## src/rtl/sram_req_adapter.sv

```systemverilog
// sram_req_adapter: valid/ready request front end for a single-port synchronous SRAM.
// Build option SRAM_REQ_ADAPTER_RANGE_CHECK_EN: out-of-range addresses get an immediate error response.
module sram_req_adapter #(
    parameter int unsigned ADDR_WIDTH = 8,
    parameter int unsigned DATA_WIDTH = 32,
    parameter int unsigned NUM_WMASKS = 4
) (
    input  logic                  clock,
    input  logic                  reset,
    input  logic                  req_valid,
    output logic                  req_ready,
    input  logic                  req_write,
    input  logic [31:0]           req_addr,
    input  logic [DATA_WIDTH-1:0] req_wdata,
    input  logic [NUM_WMASKS-1:0] req_mask,
    output logic                  rsp_valid,
    input  logic                  rsp_ready,
    output logic [DATA_WIDTH-1:0] rsp_rdata,
    output logic                  rsp_err,
    output logic                  sram_csb,
    output logic                  sram_web,
    output logic [NUM_WMASKS-1:0] sram_wmask,
    output logic [ADDR_WIDTH-1:0] sram_addr,
    output logic [DATA_WIDTH-1:0] sram_din,
    input  logic [DATA_WIDTH-1:0] sram_dout
);

    typedef enum logic [1:0] {IDLE, ISSUE, WAIT, RESP} state_e;

    state_e                  state_q, state_d;
    logic                    write_q;
    logic [DATA_WIDTH-1:0]   wdata_q;
    logic [DATA_WIDTH-1:0]   rdata_q;
    logic [NUM_WMASKS-1:0]   mask_q;
    logic [ADDR_WIDTH-1:0]   addr_q;
    logic                    accept;

`ifdef SRAM_REQ_ADAPTER_RANGE_CHECK_EN
    logic err_q;
    logic range_err;
    logic unused_addr;
    assign range_err   = |req_addr[31:ADDR_WIDTH+2];
    assign rsp_err     = err_q;
    assign unused_addr = ^req_addr[1:0];
`else
    // Upper address bits are dropped so accesses wrap modulo the RAM depth.
    logic unused_addr;
    assign rsp_err     = 1'b0;
    assign unused_addr = ^{req_addr[31:ADDR_WIDTH+2], req_addr[1:0]};
`endif

    always_comb begin
        state_d    = state_q;
        req_ready  = (state_q == IDLE);
        accept     = req_valid && (state_q == IDLE);
        rsp_valid  = (state_q == RESP);
        sram_csb   = 1'b1;
        sram_web   = 1'b1;
        sram_wmask = '0;
        unique case (state_q)
            IDLE: begin
                if (accept) begin
`ifdef SRAM_REQ_ADAPTER_RANGE_CHECK_EN
                    state_d = range_err ? RESP : ISSUE;
`else
                    state_d = ISSUE;
`endif
                end
            end
            ISSUE: begin
                state_d    = WAIT;
                sram_csb   = 1'b0;
                sram_web   = !write_q;
                sram_wmask = mask_q;
            end
            WAIT:    state_d = RESP;
            RESP:    if (rsp_ready) state_d = IDLE;
            default: state_d = IDLE;
        endcase
    end

    assign sram_addr = addr_q;
    assign sram_din  = wdata_q;
    assign rsp_rdata = rdata_q;

    always_ff @(posedge clock) begin
        if (reset) begin
            state_q <= IDLE;
            write_q <= 1'b0;
            wdata_q <= '0;
            mask_q  <= '0;
            addr_q  <= '0;
            rdata_q <= '0;
`ifdef SRAM_REQ_ADAPTER_RANGE_CHECK_EN
            err_q   <= 1'b0;
`endif
        end else begin
            state_q <= state_d;
            if (accept) begin
                write_q <= req_write;
                wdata_q <= req_wdata;
                mask_q  <= req_mask;
                addr_q  <= req_addr[ADDR_WIDTH+1:2];
                rdata_q <= '0;
`ifdef SRAM_REQ_ADAPTER_RANGE_CHECK_EN
                err_q   <= range_err;
`endif
            end
            // SRAM output is valid one cycle after the ISSUE edge, i.e. while in WAIT.
            if (state_q == WAIT) begin
                rdata_q <= write_q ? '0 : sram_dout;
            end
        end
    end

endmodule

```

## config.mk

```make
export PLATFORM = sky130hd
export DESIGN_NAME = sram_req_adapter
export DESIGN_NICKNAME = d
export VERILOG_FILES = /design/src/rtl/sram_req_adapter.sv
export SDC_FILE = /design/constraint.sdc
export NUM_CORES = 1
export LEC_CHECK = 0
export CORE_MARGIN = 1
export CORE_UTILIZATION = 40
export CTS_CLUSTER_SIZE = 16
export DETAILED_ROUTE_END_ITERATION = 7
export PLACE_DENSITY = 0.86
export SETUP_SLACK_MARGIN = 0.4
export SYNTH_ARGS = -nofsm -noshare
export SYNTH_HDL_FRONTEND = slang
export SYNTH_SLANG_ARGS = --single-unit
```

## constraint.sdc

```tcl
create_clock -name clock -period 2.9 [get_ports clock]
set_clock_uncertainty 0.1 [all_clocks]
set_input_delay 0.58 -clock clock [delete_from_list [all_inputs] [get_ports clock]]
set_output_delay 0.58 -clock clock [all_outputs]
set_load 0.02 [all_outputs]
```

run_1/clock_wires.png
Drawn at 4 px/um.
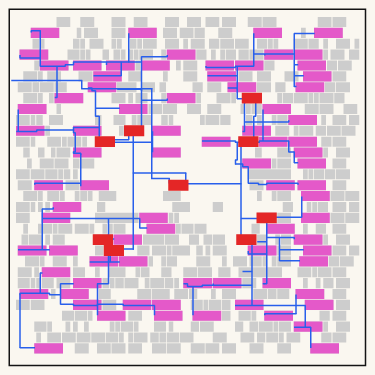
[magenta] flip-flops | count: 79
[red] clock-net drivers | count: 9
[blue] clock wires | length: 876 um
routed clock nets: 10
Worst-Skew Late Latency: 0.32 ns
clock network power: 971 uW
Clk network pwr share: 27.3%

run_1/closeup.png
Region (29, 12) to (59, 42) um. Cells in grey, sequential cells in the stronger grey; small squares are vias.
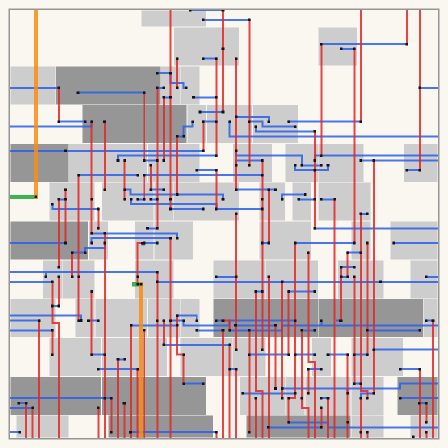
| colour | layer |
|---|---|
| blue | M1 |
| orange | M4 |
| green | M3 |
| red | M2 |
sequential cells in the window: 10
most frequent: clkdlybuf4s50_1 (11), dfxtp_1 (10), nand2_1 (8)
cells with their middle in the window: 59
netlist names of flops here include: sram_din (6), state_q (2)

run_1/route_heat.png
Drawn at 4 px/um. The die is cut into 18 by 18 equal tiles; white is low, dark blue is high, scaled to the fullest tile. Values are wire area over tile area, all layers added.
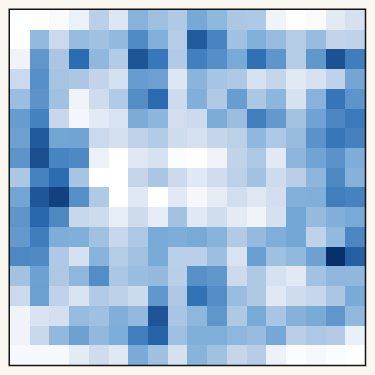
fullest tile: 0.43
tiles over half the peak: 27%
mean over tiles: 0.16
Wirelength per Cell: 13.4 um
total track usage: 19.2%
DRT Wirelength: 7.80 mm
via count: 2,781

==> results.yml, run 1 <==
# implementation run metrics
status:
  outcome: "finished clean"
floorplanning:
  top_level_ports: 186
  num_tap_cells: 99
  die_h_um: 88.7
min_path:
  hold_path_class: "flop to flop"
  hold_path_depth: 2
grt:
  grt_max_degree: 47
  grt_busiest_layer: "met2"
  first_global_vias: 2683
  use_met2_pct: 36.2
  grtUsageMet1_pct: 19.8
final_timing:
  relSlewSlack_pct: 14.6
  min_period_ns: 2.41
  hold_viol: 0
  timing.fmax_mhz: 415
  rsz0062_at_grt: "false"
  tightest_slew_ns: 1.28
  finalCritPeriodShare_pct: 83.1
synthesis:
  synth_cells: 330
  synthTopCellsByCount: "83 x nand2_1, 79 x dfxtp_1, 32 x a22oi_1, 32 x nor2_1, 29 x a21oi_2"
  largest_area_cell: "dfxtp_1"
  async_flop_share_pct: 0
  synth_flop_count: 79
  synth_nets: 439
  synth-edff-count: 0
  syn_area_um2: 3010
  synth_seq_share_pct: 52.6
  yosysUniqueCellTypes: 22
  yosysChipArea_um2: 3010
  synthFlopType: "dfxtp_1"
  yosysWarnings: 0
  top_cell: "nand2_1"
  synth-cells-yosys: 330
  yosys-top-cells-area: "dfxtp_1 53%, nand2_1 10%, a21oi_2 8.5%"
  top_cell_area_share_pct: 52.6
worst_setup_path:
  critical_path_class: "flop to primary output"
  cp_slowest_cell: "clkdlybuf4s50_1"
  worst_path_largest_cell_delay_ns: 0.61
  path_cells: "inv_1 > ha_2 > and2_1 > clkdlybuf4s50_1"
  end_kind: "primary output"
  critPathBufInv: 2
  path_depth: 4
final_layout:
  nFlopsAndLatches: 79
  buffer_area_share_pct: 33.9
  nNonClkBuffers: 164
  clock_buffers: 10
  combGateArea_um2: 1220
  antenna_cells: 0
  inverters_excl_clock: 5
  seq-cell-share_pct: 32.8
  drive_gt1_share_pct: 13.4
pwr:
  total_power_uw: 3560
  p_per_area_nw_per_um2: 739
  ir_drop_v: 0.000350
cts:
  clkSlewWorstSetupHoldPaths_ns: 0.08
  ctsRootBufferMaster: "clkbuf_8"
  cts-htree-levels: 3
  clock-sinks: 79
  ctsResizeCount: 0
  cts_tree: "built"
routing:
  drtIter0Drc: 98
  route.detailed.drc: 0
flow_run:
  warnings: 53
placed_design:
  hpwlAfterDp_mm: 5.56
run 1: cell usage in the layout, fill, tap and decap left out, types with 2 or more instances in the layout:
cell type,count
clkdlybuf4s50_1,156
nand2_1,83
dfxtp_1,79
a22oi_1,32
nor2_1,32
a21oi_2,29
a21oi_1,18
nand2_2,11
clkbuf_8,10
inv_1,5
and2_1,4
buf_4,4
ha_1,3
bufinv_16,3
dlymetal6s2s_1,3
clkinv_2,2
run 1: stage by stage:
stage	cell area, um^2	setup slack, ns	utilization [%]	hold slack, ns	instances
6_report	4820	0.489	66.5	0.355	583
5_1_grt	4820	0.404	66.5	0.371	583
4_1_cts	4810	0.419	66.3	0.360	583
3_5_place_dp	4570	0.556	62.9	0.348	567
3_3_place_gp	4570	0.624	62.9	0.339	567
2_1_floorplan	3010	1.35	-	0.332	330
run 1: cells by family (layout without fill, tap and decap cells):
family	after synthesis	count (layout)	synth area share, %
adders and majority gates	4	4	1.67
buffers and inverters	31	185	7.04
other	1	1	0.125
muxes	1	1	0.333
AOI/OAI and AO/OA	80	80	19.8
DFF	79	79	52.6
and+or+nand+nor	134	134	18.4
run 1: power breakdown:
group,leakage [uW],switching (uW),internal (uW)
clock,0.000122,379,592
sequential,0.000645,85.2,1250
combinational,0.00103,700,561
total,0.00180,1160,2400
run 1: state kept, by name, summed over array words and instances (netlist names):
register and cells:
rsp_rdata 32, sram_din 32, sram_addr 8, mask_q 4
state_q 2, write_q 1
run 1: worst paths after layout:
path,slack (ns),from,endpoint
worst max register to register,0.70,state_q[0],rsp_rdata[3]
worst max-delay path,0.49,state_q[1],sram_wmask[1]
worst min-delay path,0.36,mask_q[3],mask_q[3]
worst min register to register,0.36,mask_q[3],mask_q[3]
run_1/gates.png
Drawn at 6 px/um.
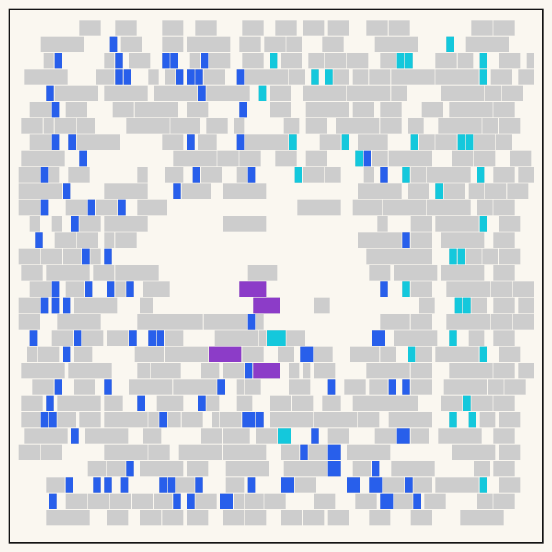

==> run 2, diff against run 1 <==
--- a/config.mk
+++ b/config.mk
@@ -6,10 +6,10 @@
 export NUM_CORES = 1
 export LEC_CHECK = 0
 export CORE_MARGIN = 1
-export CORE_UTILIZATION = 40
+export CORE_UTILIZATION = 33
 export CTS_CLUSTER_SIZE = 16
 export DETAILED_ROUTE_END_ITERATION = 7
-export PLACE_DENSITY = 0.86
+export PLACE_DENSITY = 0.76
 export SETUP_SLACK_MARGIN = 0.4
 export SYNTH_ARGS = -nofsm -noshare
 export SYNTH_HDL_FRONTEND = slang
==> constraint.sdc (replaced) <==
create_clock -name clock -period 2 [get_ports clock]
set_clock_uncertainty 0.1 [all_clocks]
set_input_delay 0.4 -clock clock [delete_from_list [all_inputs] [get_ports clock]]
set_output_delay 0.4 -clock clock [all_outputs]
set_load 0.02 [all_outputs]
run_2/gates.png
Drawn at 6 px/um.
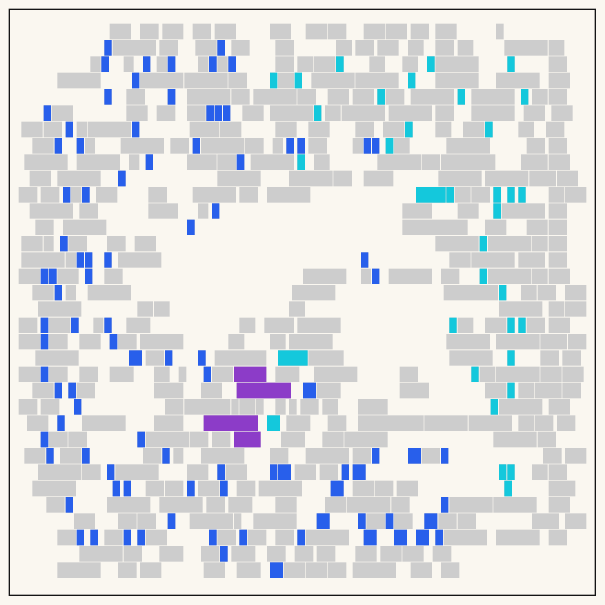
| colour | family | cells | most used |
|---|---|---|---|
| purple | fa/ha/maj cells | 4 | ha_4 |
| blue | nand cells | 94 | nand2_1 |
| cyan | nor cells | 35 | nor2_1 |

run_2/closeup.png
Region (34, 14) to (64, 44) um. Cells in grey, sequential cells in the stronger grey; small squares are vias.
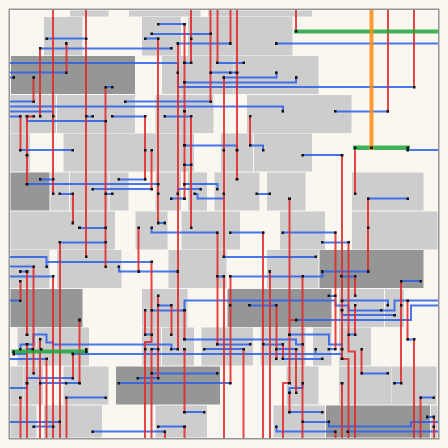
| colour | layer |
|---|---|
| red | M2 |
| blue | M1 |
| green | M3 |
| orange | M4 |
cells with their middle in the window: 55
most frequent: clkdlybuf4s50_1 (6)
netlist names of flops here include: sram_din (5), state_q (1)
sequential cells in the window: 6

==> run 2 against run 1 <==
Against the previous run:
- critical path depth is the same
- synthesized cell count is the same
- critical path type unchanged
- total power grew 53%
- clock power grew 37%
- critical endpoint is now sram_wmask[0]
- sequential power grew 46%
- cell count grew 3.9%
==> results.yml, run 2 <==
# implementation run metrics
pwr:
  total_power_uw: 5460
  leakage_uw: 0.00220
  p_per_area_nw_per_um2: 1080
  ir_drop_v: 0.000428
floorplanning:
  die_h_um: 97.4
  fp_util_pct: 34.3
  core_um2: 8760
  die_area_um2: 9490
  top_level_ports: 186
synthesis:
  yosys-top-cells-area: "dfxtp_1 53%, nand2_1 10%, a21oi_2 8.5%"
  synth_flop_count: 79
  synth_cells: 330
  yosysUniqueCellTypes: 22
  syn_area_um2: 3010
  synth_nets: 439
  top_cell: "nand2_1"
  synth-cells-yosys: 330
  async_flop_share_pct: 0
  largest_area_cell: "dfxtp_1"
  top_cell_area_share_pct: 52.6
  synthFlopType: "dfxtp_1"
  yosysChipArea_um2: 3010
  synthTopCellsByCount: "83 x nand2_1, 79 x dfxtp_1, 32 x a22oi_1, 32 x nor2_1, 29 x a21oi_2"
  synth_seq_share_pct: 52.6
  syn_area_per_cell_um2: 9.11
  synth-edff-count: 0
  yosysWarnings: 0
routing:
  wl_mm: 8.39
  wl_per_cell_um: 13.8
  avgViaCountPerCell: 4.61
  vias: 2796
  route.detailed.drc: 0
  dr.pass1.iters: 4
  drtIter0Drc: 56
final_layout:
  lay_top_cells: "82 x nand2_1, 79 x clkdlybuf4s50_1, 77 x dfxtp_1, 72 x dlygate4sd2_1, 32 x nor2_1"
  drive_gt1_share_pct: 21.3
  final_core_util_pct: 57.6
  lay_top_count: "nand2_1"
  antenna_cells: 0
cts:
  clkSlewWorstSetupHoldPaths_ns: 0.07
  cts-htree-levels: 3
  clkLatencyLatePin_ns: 0.33
  clock-sinks: 79
  cts_tree: "built"
  cts_buffers: 9
  clk_path_buf_depth: 2
  ctsRootBufferMaster: "clkbuf_8"
worst_setup_path:
  critical_path_class: "flop to primary output"
  end_kind: "primary output"
  worst_path_largest_cell_delay_ns: 0.34
  path_cells: "inv_2 > ha_4 > and2_4 > buf_6"
  cp_slowest_cell: "dfxtp_2"
grt:
  grt_busiest_layer: "met2"
  grt_usage_pct: 17.2
  use_met2_pct: 29.1
  grtUsageMet1_pct: 21.1
  grt_max_degree: 46
  first_global_vias: 2705
final_timing:
  setup_viol: 0
  setup_ws_ns: 0.343
  rsz0062_at_grt: "true"
  timing.fmax_mhz: 604
  finalCritPeriodShare_pct: 82.8
  min_period_ns: 1.66
  hold_viol: 0
flow_run:
  warnings: 55
status:
  outcome: "finished clean"
placed_design:
  place_ws_ns: -0.244
  numPortBuffers: 160
  hpwlAfterDp_mm: 5.50
min_path:
  hold_path_class: "primary input to flop"
## run 2: report_power, final
group	switching, uW	leakage (uW)	total [uW]	internal [uW]
clock network	589	0.000117	1330	744
logic	1160	0.00144	2190	1030
registers	126	0.000646	1940	1810
## run 2: area by class of cell
type	count	area [um^2]	area share [%]
flip-flops and latches	79	1590	31.4
multi-input cells	221	1320	26.1
clock inverters	6	91.3	1.81
clock buffers	10	138	2.73
repair buffers	177	1760	34.9
well taps	108	135	2.68
inverters	5	18.8	0.372
## run 2: repair_timing
action,CTS,global route
cloned,1,2
resized,133,18
buffers inserted,3,4
pin swaps,4,3
endpoints found under the setup margin,113,57
endpoints found under the hold margin,0,0
## run 2: logic make-up after synthesis
group	count (synthesis)	synth area share, %
compound gates	80	19.8
fa+ha+maj	4	1.67
other cells	1	0.125
mux	1	0.333
simple gates	134	18.4
flops	79	52.6
buf+inv	31	7.04
## run 2: final timing paths
| kind | slack [ns] | end | start | cells past startpoint |
|---|---|---|---|---|
| hold reg to reg | 0.35 | sram_din[18] | sram_din[18] | 2 |
| hold / removal | 0.14 | write_q | reset | 2 |
| setup / recovery | 0.34 | sram_wmask[0] | state_q[1] | 4 |
| setup reg to reg | 0.40 | rsp_rdata[28] | state_q[1] | 8 |
## run 2: through the flow
stage          cell area [um^2]  instances  hold slack (ns)  TNS (ns)
6_report                   5050        606            0.139         0
4_1_cts                    4870        600            0.120         0
3_5_place_dp               4650        580            0.347     -6.96
3_3_place_gp               4650        580            0.342     -4.72
5_1_grt                    5050        606            0.126         0
2_1_floorplan              3010        330            0.332         0
## run 2: worst max-delay path, delay by kind of cell (launching register included)
kind                       cells  cell delay (ns)
DFF                            1             0.34
adders and majority gates      1             0.18
buffers and inverters          2             0.17
and+or+nand+nor                1             0.14
run_2/congestion_map.png
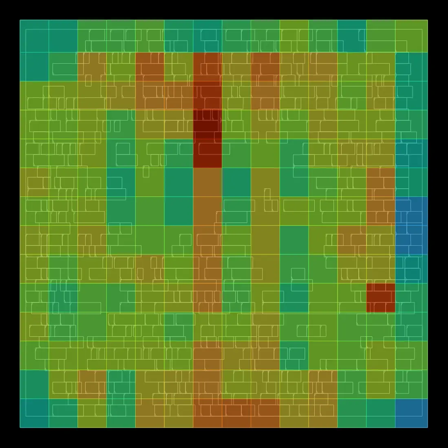

==> run 3, diff against run 2 <==
==> constraint.sdc (replaced) <==
create_clock -name clock -period 1.5 [get_ports clock]
set_clock_uncertainty 0.1 [all_clocks]
set_input_delay 0.3 -clock clock [delete_from_list [all_inputs] [get_ports clock]]
set_output_delay 0.3 -clock clock [all_outputs]
set_load 0.02 [all_outputs]
run_3/congestion_map.png
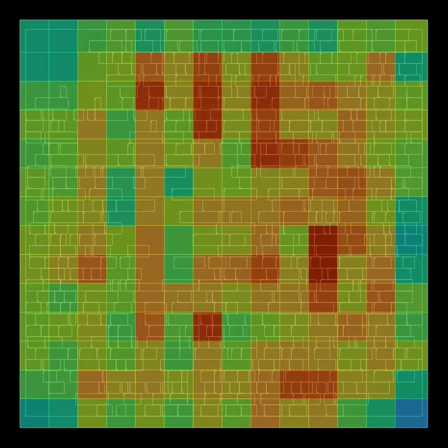
GRT met3 Usage: 5.11%
GRT Max-Usage Layer: met2
grt met1 use: 25.2%
met2 usage: 37.9%

==> run 3 against run 2 <==
Against the previous run:
- the flow now finishes with violations (negative setup slack)
- clock power increased by about 20%
- wire length rose by 28%
- cell count is 8.9% higher
- cell area grew 23%
- register-to-register slack worse by 0.49 ns
- critical path depth shrank 1
- worst hold slack better by 0.046 ns
- setup slack worse by 0.45 ns
- via count grew 12%
- global-route usage is 4.0 points higher
- utilization is 13 points higher
- critical path type unchanged
==> results.yml, run 3 <==
# implementation run metrics
status:
  outcome: "finished with violations"
  violations: "negative setup slack"
final_layout:
  final_area_um2: 6190
  nets: 656
  drive_gt1_share_pct: 70.5
  lay_top_cells: "84 x buf_6, 79 x clkdlybuf4s50_1, 72 x dfxtp_2, 55 x buf_4, 48 x nand2_2"
  final_core_util_pct: 70.7
  antenna_cells: 0
synthesis:
  synth_cells: 330
  synth_nets: 439
  yosys-top-cells-area: "dfxtp_1 53%, nand2_1 10%, a21oi_2 8.5%"
  synth-cells-yosys: 330
  synthTopCellsByCount: "83 x nand2_1, 79 x dfxtp_1, 32 x a22oi_1, 32 x nor2_1, 29 x a21oi_2"
  synth_flop_count: 79
  synth-edff-count: 0
  top_cell_area_share_pct: 52.6
  async_flop_share_pct: 0
  yosysWarnings: 0
  syn_area_um2: 3010
  top_cell: "nand2_1"
  yosysChipArea_um2: 3010
  largest_area_cell: "dfxtp_1"
  synth_seq_share_pct: 52.6
  yosysUniqueCellTypes: 22
final_timing:
  final.setup.tns_ns: -4.55
  setup_ws_ns: -0.103
  setup_viol: 86
  rsz0062_at_grt: "true"
  fin_hold_ws_ns: 0.185
  finalCritPeriodShare_pct: 107
  hold_viol: 0
  timing.fmax_mhz: 624
worst_setup_path:
  reg2reg_depth: 9
  end_kind: "primary output"
  critical_path_class: "flop to primary output"
  r2r_setup_slack_ns: -0.09
pwr:
  seqPwrFrac_pct: 31.9
  p_int_uw: 5500
  comb_power_share_pct: 49.5
  p_clk_share_pct: 18.6
  leakage_uw: 0.00252
  swShare_pct: 35.9
  ir_drop_v: 0.000619
  p_per_area_nw_per_um2: 1380
  switchingPower_uw: 3070
  total_power_uw: 8570
placed_design:
  place_ws_ns: -0.500
  hpwlAfterDp_mm: 5.96
  numPortBuffers: 160
  placed_area_um2: 5020
  placed_cells: 588
min_path:
  hold_path_class: "primary input to flop"
  hold_path_depth: 3
floorplanning:
  fp_util_pct: 34.3
  core_um2: 8760
  die_h_um: 97.4
  die_area_um2: 9490
grt:
  grt_max_degree: 33
  grt_usage_pct: 21.2
  first_global_vias: 3052
routing:
  wl_per_cell_um: 16.2
  avgViaCountPerCell: 4.74
  drtIter0Drc: 47
  route.detailed.drc: 0
  wl_mm: 10.7
cts:
  cts-htree-levels: 3
  clock-sinks: 79
  clk_path_buf_depth: 2
  cts_tree: "built"
  ctsRootBufferMaster: "clkbuf_8"
  clkLatencyLatePin_ns: 0.34
flow_run:
  warnings: 56
run_3/gates.png
Drawn at 6 px/um.
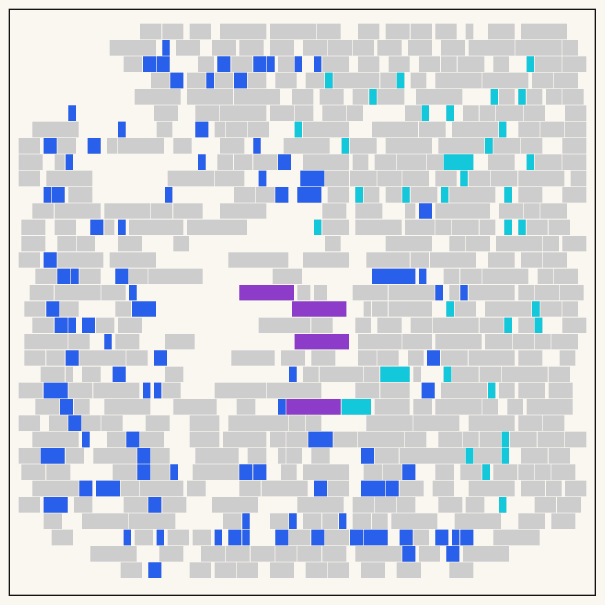
| colour | family | cells | most used |
|---|---|---|---|
| cyan | nor cells | 35 | nor2_1 |
| blue | nand cells | 94 | nand2_2 |
| purple | fa/ha/maj cells | 4 | ha_4 |
most frequent logic cell in the layout: buf_6
fraction of area in multi-input gates: 27.6%
non-filler cells, final: 660

run 3: cell types whose count changed in the layout (fill, tap and decap cells not counted), sizes merged:
| cell | previous run | this run |
|---|---|---|
| buf | 24 | 148 |
| dlygate4sd2 | 72 | 0 |
| clkbuf | 12 | 15 |
| bufinv | 2 | 1 |
| clkinv | 3 | 2 |
| clkinvlp | 0 | 1 |
run 3: worst paths after layout:
check	from	to
max	state_q[0]	sram_wmask[3]
min	reset	state_q[0]
max reg2reg	state_q[1]	sram_din[8]
min reg2reg	sram_din[0]	sram_din[0]
run 3: kinds of logic after synthesis:
kind of cell | synth area share (%)
buffers and inverters | 7.04
other | 0.125
multiplexers | 0.333
adder cells (fa/ha/maj) | 1.67
AND-OR/OR-AND | 19.8
flip-flops | 52.6
AND/OR/NAND/NOR | 18.4
run 3: repair_timing:
item,CTS,global route
gates cloned,4,4
setup endpoints to repair,159,159
gates resized,571,40
buffers inserted,30,18
hold buffers,0,0
pin swaps,4,15
run 3: critical path, stage by stage (launching register included):
cell and delay [ns]:
dfxtp_4 0.39, ha_4 0.19, and2_4 0.16, buf_6 0.11
run 3: routing by layer:
metal	global-route usage (%)	routed length, um	up-vias
met5	0	0	-
met4	5.77	108	0
met3	5.11	606	12
met2	37.9	5660	106
met1	25.2	4340	1490
li1	-	-	1520
run 3: power groups by stage:
stage	combinational [uW]	clock, uW	sequential [uW]
finish	4240	1600	2740
floorplan	1590	0	2980
global placement	3040	0	2640
detailed placement	3100	0	2650
CTS	3730	1630	2710
global route	4470	1750	2780
run 3: layout make-up:
cell class,count,area [um^2],share of cell area (%)
inverter,5,23.8,0.384
clock buffer,11,141,2.28
clock inverter,5,56.3,0.909
multi-input combinational,221,1710,27.6
timing repair buffer,231,2450,39.6
sequential,79,1680,27.1
tap,108,135,2.18
Power is estimated from default activity; no workload was simulated.
